[config.mk]
export PLATFORM = sky130hd
export DESIGN_NAME = rbm_vote_controller
export DESIGN_NICKNAME = d
export VERILOG_FILES = /design/src/rtl/rbm_vote_controller.sv
export SDC_FILE = /design/constraint.sdc
export NUM_CORES = 1
export LEC_CHECK = 0
export CORE_MARGIN = 2
export CORE_UTILIZATION = 54
export CTS_CLUSTER_SIZE = 10
export DETAILED_ROUTE_END_ITERATION = 10
export GPL_ROUTABILITY_DRIVEN = 0
export PLACE_DENSITY = 0.79
export SYNTH_ARGS = -nofsm -noshare
export SYNTH_HDL_FRONTEND = slang
export SYNTH_SLANG_ARGS = --single-unit
[constraint.sdc]
create_clock -name clock -period 43.1 [get_ports clock]
set_input_delay 4.31 -clock clock [delete_from_list [all_inputs] [get_ports clock]]
set_output_delay 4.31 -clock clock [all_outputs]
set_load 0.01 [all_outputs]
[src/rtl/rbm_vote_controller.sv]
// Iteration controller and vote accumulator for the stochastic RBM layer pair.
// Runs a runtime number of layer iterations, accumulating saturating per-class votes, with optional early stop on margin.
module rbm_vote_controller #(
  parameter int output_dim = 10,
  parameter int bitlength  = 12,
  parameter int iter_width = 10,
  parameter int win_width  = 4
) (
  input  logic                             clock,
  input  logic                             reset,
  input  logic                             start,
  input  logic                             abort,
  input  logic [iter_width-1:0]            iteration_num,
  input  logic [bitlength-1:0]             early_margin,
  input  logic                             layer_finish,
  input  logic [output_dim-1:0]            layer_spikes,
  output logic                             layer_reset,
  output logic                             busy,
  output logic                             done,
  output logic                             early_exit,
  output logic [iter_width-1:0]            iterations_done,
  output logic [win_width-1:0]             winner,
  output logic [output_dim*bitlength-1:0]  vote_counts
);

  typedef enum logic [2:0] {IDLE, RST_L, RUN, ACCUM, CHECK, DONE} state_t;

  state_t                 state_q, state_d;
  logic [bitlength-1:0]   count_q [output_dim];
  logic [bitlength-1:0]   count_d [output_dim];
  logic [iter_width-1:0]  iter_q, iter_d;
  logic [iter_width-1:0]  iter_max_q, iter_max_d;
  logic [bitlength-1:0]   margin_q, margin_d;
  logic [win_width-1:0]   winner_q, winner_d;
  logic                   done_q, done_d;
  logic                   early_q, early_d;
  logic [output_dim-1:0]  spikes_q, spikes_d;

  int                     top_pos;
  logic [bitlength-1:0]   top_val;
  logic [bitlength-1:0]   second_val;
  logic [bitlength-1:0]   lead;
  logic                   count_hit;
  logic                   margin_hit;

  // Argmax with lowest-index tie break; runner-up excludes only the winning index, so a tie gives lead 0.
  always_comb begin
    top_pos    = 0;
    top_val    = count_q[0];
    second_val = '0;
    for (int i = 1; i < output_dim; i++) begin
      if (count_q[i] > top_val) begin
        top_val = count_q[i];
        top_pos = i;
      end
    end
    for (int i = 0; i < output_dim; i++) begin
      if (i != top_pos && count_q[i] > second_val) second_val = count_q[i];
    end
    lead       = top_val - second_val;
    count_hit  = (iter_q == iter_max_q);
    margin_hit = (margin_q != '0) && (lead >= margin_q);
  end

  always_comb begin
    state_d    = state_q;
    count_d    = count_q;
    iter_d     = iter_q;
    iter_max_d = iter_max_q;
    margin_d   = margin_q;
    winner_d   = winner_q;
    done_d     = done_q;
    early_d    = early_q;
    spikes_d   = spikes_q;
    case (state_q)
      IDLE, DONE: begin
        if (start) begin
          for (int i = 0; i < output_dim; i++) count_d[i] = '0;
          iter_d     = '0;
          done_d     = 1'b0;
          early_d    = 1'b0;
          iter_max_d = iteration_num;
          margin_d   = early_margin;
          if (iteration_num == '0) begin
            state_d  = DONE;
            winner_d = '0;
            done_d   = 1'b1;
          end else begin
            state_d  = RST_L;
          end
        end
      end
      RST_L: state_d = abort ? IDLE : RUN;
      RUN: begin
        if (abort) begin
          state_d = IDLE;
        end else if (layer_finish) begin
          spikes_d = layer_spikes;
          state_d  = ACCUM;
        end
      end
      ACCUM: begin
        if (abort) begin
          state_d = IDLE;
        end else begin
          for (int i = 0; i < output_dim; i++) begin
            if (spikes_q[i] && (count_q[i] != {bitlength{1'b1}}))
              count_d[i] = count_q[i] + bitlength'(1);
          end
          iter_d  = iter_q + iter_width'(1);
          state_d = CHECK;
        end
      end
      CHECK: begin
        if (abort) begin
          state_d = IDLE;
        end else if (count_hit || margin_hit) begin
          winner_d = win_width'(top_pos);
          early_d  = !count_hit;
          done_d   = 1'b1;
          state_d  = DONE;
        end else begin
          state_d  = RST_L;
        end
      end
      default: state_d = IDLE;
    endcase
  end

  always_ff @(posedge clock) begin
    if (!reset) begin
      state_q    <= IDLE;
      for (int i = 0; i < output_dim; i++) count_q[i] <= '0;
      iter_q     <= '0;
      iter_max_q <= '0;
      margin_q   <= '0;
      winner_q   <= '0;
      done_q     <= 1'b0;
      early_q    <= 1'b0;
      spikes_q   <= '0;
    end else begin
      state_q    <= state_d;
      count_q    <= count_d;
      iter_q     <= iter_d;
      iter_max_q <= iter_max_d;
      margin_q   <= margin_d;
      winner_q   <= winner_d;
      done_q     <= done_d;
      early_q    <= early_d;
      spikes_q   <= spikes_d;
    end
  end

  always_comb begin
    vote_counts = '0;
    for (int i = 0; i < output_dim; i++) vote_counts[i*bitlength +: bitlength] = count_q[i];
  end

  assign layer_reset     = !((state_q == RUN) || (state_q == ACCUM));
  assign busy            = (state_q == RST_L) || (state_q == RUN) ||
                           (state_q == ACCUM) || (state_q == CHECK);
  assign done            = done_q;
  assign early_exit      = early_q;
  assign iterations_done = iter_q;
  assign winner          = winner_q;

endmodule

Figure 1. Metal 3 (run 1).
The bar under the picture is 50 um long.
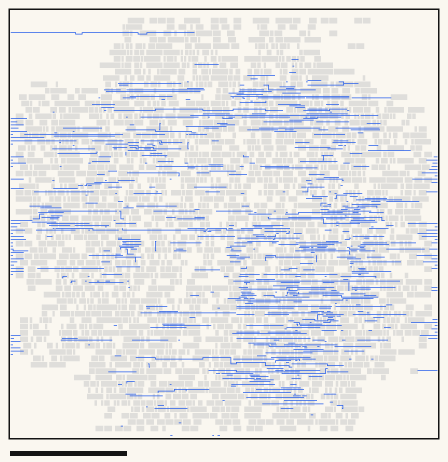
- longest straight run: 71.8 um
- nets with wire on the layer: 403
total wire length: 57.1 mm
vias: 17884
M3 GR Usage: 5.35%

Figure 2. Selected gate families (run 1).
The bar under the picture is 50 um long.
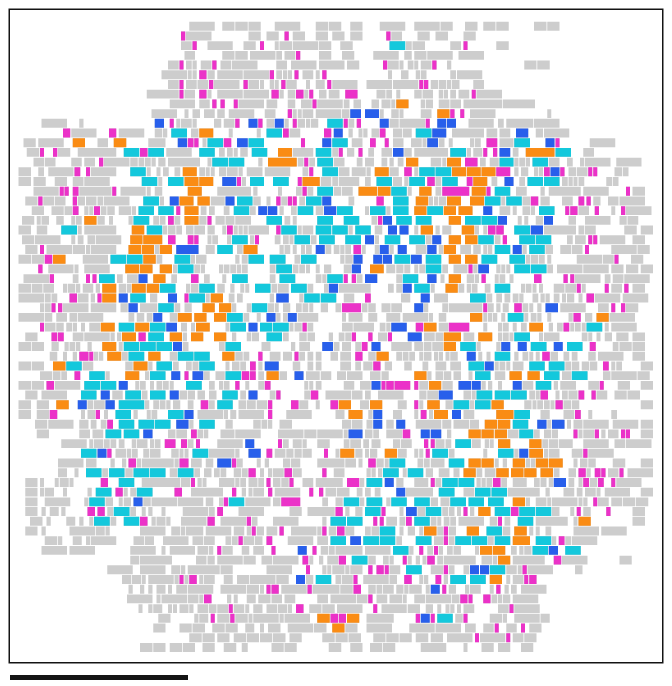
- blue: AND-OR and OR-AND gates (cells 120; most used o21a_1)
- cyan: adder and majority cells (cells 236; most used ha_1)
- orange: multiplexers (cells 138; most used mux2i_1)
- magenta: NOR gates (cells 322; most used nor2_1; where spread over the die)
Non-Filler Instances: 2819
combinational share of cell area: 64.3%

Figure 3. A small window of the routed layout (run 1).
The bar under the picture is 10 um long. Region (117, 26) to (157, 66) um. Cells in grey, sequential cells in the stronger grey; small squares are vias.
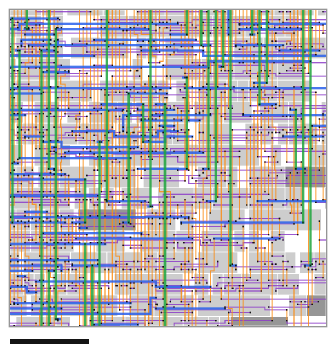
- purple: met1
- blue: met3
- orange: met2
- green: met4
- cells with their middle in the window: 151
- netlist names of flops here include: vote_counts (2)
- most frequent: ha_1 (23), mux2i_1 (22), inv_1 (21)
- sequential cells in the window: 2

==> CHANGELOG.md, run 1 <==
### Physical design

* Run status: finished, final reports clean
* Yosys simple share at a little under a quarter
* AO/OA Area Share at between 10% and 20%
* Yosys Chip Area at 0.0172 mm2
* FP Core Util at 54.8%
* Most common cell in the netlist: nand2_1
* CP peak stage delay at approximately 470 ps
* Area grow syn2layout at 17.9%
* Top cell type by total area after synthesis: dfxtp_1
* Placed Area at 0.0193 mm2
* Top class by area: multi-input combinational cells
* Layout clock buffers at 19
* Most common cell on crit path: ha_1
* Critical path capture point type: flop
* Highest-count logic cell in the final layout: nand2_1
* Max_cap viols at 0
* Critical path type: reg -> reg
* Flop share of the area at 16.9%
* Vias/cell at around 6.3
* Overflow after GRT at 0
* Flop count at 171
* Max FFs per register at 120
* Synthesized area per cell at 7.64 um2
* Layout cells sized above 1 at 8.36%
* Stage-log warning count at 28
* Worst path slowest cell: dfxtp_1
* Pins Over Slew Limit at 0
* Vias in the first global route at 16579
* Net Count, Synth at 2527
* Final hold slack at 467 ps
* TAP cells at ~400
* WL met3 at 5.09 mm
* Root Driver: clkbuf_16
* WHS Endpoint: winner[1]
* Sequential fraction of the synthesis area at 19.9%
* N_diodes at 1
* CP Depth at a little under 200
* Clk ins delay skew pair at 480 ps
* Number of placement rows at 65
* Combinational Area at 0.0131 mm2
* Die Area at roughly 0.033 mm2
* Routed wl met2 at 26.0 mm
* Largest fanout on the critical path at 26
* Top cells, area: dfxtp_1 (20%), ha_1 (17%), nand2_1 (5.7%), mux2i_1 (5.4%), nor2_1 (4.3%)
* Setup TNS at 0 ps
* Yosys warns at 0
* Fmax at 24.3 MHz
* M2 GR Usage at between 50% and 60%
* # fillers at 2601
* Buf+Inv Stages, Crit Path at 17
* Crit path DRT at 43460 ps
* Xor+xnor area frac at 6.44%
==> run 1 -> run 2 <==
CORE_UTILIZATION = 37   (was 54)
GPL_TIMING_DRIVEN = 0   (was not set)
PLACE_DENSITY = not set   (was 0.79)
Figure 4. Selected gate families (run 2).
The bar under the picture is 50 um long.
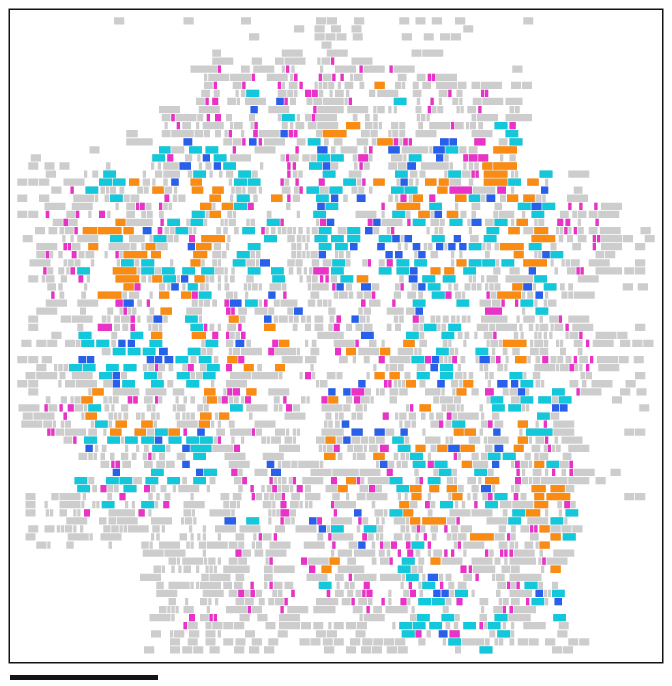
- blue: AND-OR and OR-AND gates (cells 119; most used o21a_1)
- cyan: adder and majority cells (cells 236; most used ha_1)
- orange: multiplexers (cells 138; most used mux2i_1)
- magenta: NOR gates (cells 321; most used nor2_1; where spread over the die)
combinational share of cell area: 62.5%
Non-Filler Instances: 3101
highest-count logic cell in the final layout: nand2_1

Figure 5. Track usage over the die (run 2).
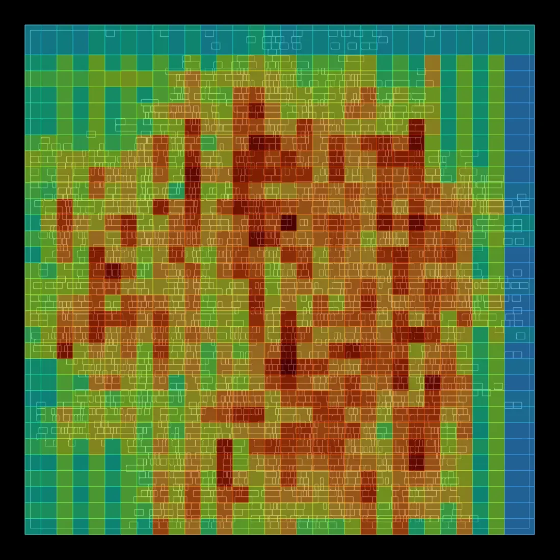
M3 GR Usage: 4.22%
global route hottest layer: met2
Total Routing Usage GR: 25.7%

==> run 2 against run 1 <==
Setup slack improved by 60 ps. Sequential share of layout area down 0.73 points. Hold slack gained 12 ps. Clock skew fell by 6.4 ps. Area after synthesis did not move. Sequential cell count did not move. Critical path depth rose by 17. Critical path type unchanged. Critical endpoint unchanged.
==> CHANGELOG.md, run 2 <==
### Physical design

* Stage-log warning count at 28 (unchanged)
* Layout clock buffers at 19 (unchanged)
* Placed Area at 0.0197 mm2 (+2.5%)
* TritonCTS clock tree: built
* Total wire length at 63.3 mm (+11%)
* Met1 usage at 33.3%
* Number of placement rows at 79 (+22%)
* Non-clock inverter count at 190
* Yosys warns at 0 (unchanged)
* Critical path type: reg -> reg
* Pins Over Slew Limit at 0 (unchanged)
* Routed wl met2 at 28.6 mm (+10%)
* Area grow syn2layout at 23.4%
* NonClk Buf Share at 11.7%
* # DRC at 0
* Final hold slack at 480 ps (+12.4 ps)
* Most common cell in the netlist: nand2_1
* Buffers excl. clock at approximately 290
* Flop count at 171 (unchanged)
* Top cells, area: dfxtp_1 (20%), ha_1 (17%), nand2_1 (5.7%), mux2i_1 (5.4%), nor2_1 (4.3%)
* Most common cell on crit path: ha_1
* Layout cells sized above 1 at 11.2% (+2.8 points)
* Cells after synthesis at 2258
* TAP cells at 607 (+51%)
* Net Count, Synth at 2527 (unchanged)
* Top cell type by total area after synthesis: dfxtp_1
* FP Core Util at 37.3% (-18 points)
* Hold violation count in the final report at 0
* Overflow after GRT at 0 (unchanged)
* Worst EP arrival at just over 40000 ps
* Max FFs per register at 120 (unchanged)
* Vias/cell at 5.70 (-10%)
* Critical path capture point type: flop
* Vias at 17681 (-1.1%)
* AO/OA Area Share at 18.3% (unchanged)
* Synthesized area per cell at 7.64 um2 (unchanged)
* Sequential fraction of the synthesis area at 19.9% (unchanged)
* Root Driver: clkbuf_16
* Final period util at 95.4%
* Xor+xnor area frac at 6.44% (unchanged)
* Crit path DRT at 43500 ps (+40 ps)
* Buf+Inv Stages, Crit Path at 37 (+20)
* Final ANT Viol Nets at 0
* N_diodes at 0 (-1)
* Setup TNS at 0 ps (unchanged)
* Clock Sinks at 171
* Combinational Area at 0.0133 mm2 (+1.8%)
* Vias in the first global route at 16463 (-0.70%)
* Yosys Chip Area at 0.0172 mm2 (unchanged)
* Largest fanout on the critical path at 10 (-62%)
* Yosys simple share at 23.6% (unchanged)
* Clk ins delay skew pair at 500 ps (+20 ps)
* Top class by area: multi-input combinational cells
* Top layer in use: met4
* DRT met1 WL at about 27 mm
* CP peak stage delay at 460 ps (about the same)
* M2 GR Usage at 41.1% (-12 points)
* WHS Endpoint: margin_q[9]
* WL met3 at 4.38 mm (-14%)
* Max_cap viols at 0 (unchanged)
* Run status: finished, final reports clean
* Die Area at 0.0484 mm2 (+45%)
* Worst path slowest cell: a2111o_1
* CP Depth at 213 (+8.7%)
* Flop share of the area at 16.1% (-0.73 points)
* Fmax at 24.3 MHz (+0.15%)
* # fillers at 4644 (+79%)
==> run 2 -> run 3 <==
ABC_AREA = 1   (was not set)
Figure 6. Track usage over the die (run 3).
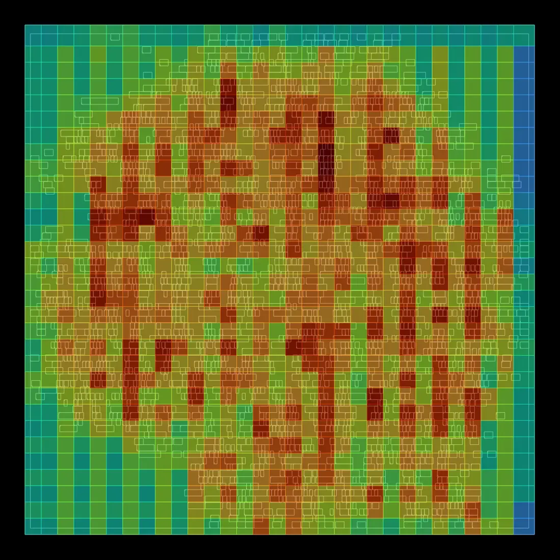
M2 GR Usage: 42.5%
average wire per standard cell: 18.4 um
met1 usage: 34.6%

Figure 7. Selected gate families (run 3).
The bar under the picture is 50 um long.
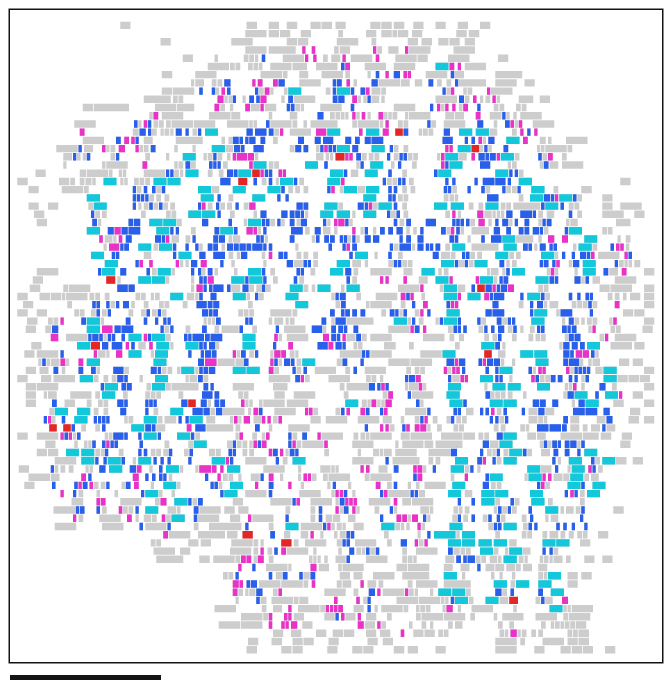
- cyan: adder and majority cells (cells 232; most used ha_1)
- magenta: NOR gates (cells 305; most used nor2_1)
- red: AND-OR and OR-AND gates (cells 15)
- blue: NAND gates (cells 799; most used nand2_1)
Non-Filler Instances: 3323
combinational share of cell area: 58.6%

==> run 3 against run 2 <==
Cell area down 7.4%. Die size down 3.6%. Critical path depth up 11. Fmax up 15%. Clock-buffer cell count down 2. Hold slack better by 7.0 ps. Largest cell class unchanged. Sequential cell count unchanged. First-iteration DRC count down 5.1%. Clock skew up 3.7 ps.
==> CHANGELOG.md, run 3 <==
### Physical design

* Final ANT Viol Nets at 0 (unchanged)
* Layout cells sized above 1 at 8.53% (-2.7 points)
* Buf+Inv Stages, Crit Path at 35 (-5.4%)
* # DRC at 0 (unchanged)
* Final hold slack at 487 ps (+7.04 ps)
* CP Depth at 224 (+5.2%)
* Global route hottest layer: met2
* Most common cell in the netlist: nand2_1
* Yosys Chip Area at 0.0166 mm2 (-3.7%)
* Worst hold-check path type: reg -> reg
* Critical path capture point type: flop
* Number of placement rows at 77 (-2.5%)
* Net Count, Synth at 2793 (+11%)
* AO/OA Area Share at 19.9% (+1.6 points)
* Non-clock inverter count at 328 (+73%)
* Highest-count logic cell in the final layout: nand2_1
* N_diodes at 1 (+1)
* Top class by area: multi-input combinational cells
* Clk ins delay skew pair at 490 ps (about the same)
* DRT met1 WL at 27.7 mm (+1.4%)
* Top cells, area: dfxtp_1 (21%), ha_1 (17%), nand2_1 (11%), o21ai_0 (8.6%), inv_1 (7.0%)
* Max FFs per register at 120 (unchanged)
* Root Driver: clkbuf_16
* Routed wl met2 at 27.8 mm (-3.0%)
* FP Core Util at 37.6% (+0.29 points)
* Stage-log warning count at 28 (unchanged)
* Worst EP arrival at 36200 ps (-5310 ps)
* Top cell type by total area after synthesis: dfxtp_1
* Max_cap viols at 0 (unchanged)
* Synthesized area per cell at 6.58 um2 (-14%)
* Layout clock buffers at 17 (-2)
* Seq cells post-synth at between 150 and 200
* NonClk Buf Share at 10.9% (-0.84 points)
* Crit path DRT at 43510 ps (about the same)
* Setup TNS at 0 ps (unchanged)
* Largest fanout on the critical path at 10 (unchanged)
* Xor+xnor area frac at 1.05% (-5.4 points)
* Overflow after GRT at 0 (unchanged)
* Total Routing Usage GR at 26.1% (+0.33 points)
* Combinational Area at 0.0116 mm2 (-13%)
* Area grow syn2layout at 18.6%
* Clock Sinks at 171 (unchanged)
* Vias at 18097 (+2.4%)
* Total wire length at 61.3 mm (-3.2%)
* Top layer in use: met4
* Run status: finished, final reports clean
* TritonCTS clock tree: built
* CP peak stage delay at 560 ps (+100 ps)
* Yosys warns at 0 (unchanged)
* Critical path type: reg -> reg
* WL met3 at 3.56 mm (-19%)
* Yosys simple share at 31.0% (+7.4 points)
* Final period util at 83.0% (-12 points)
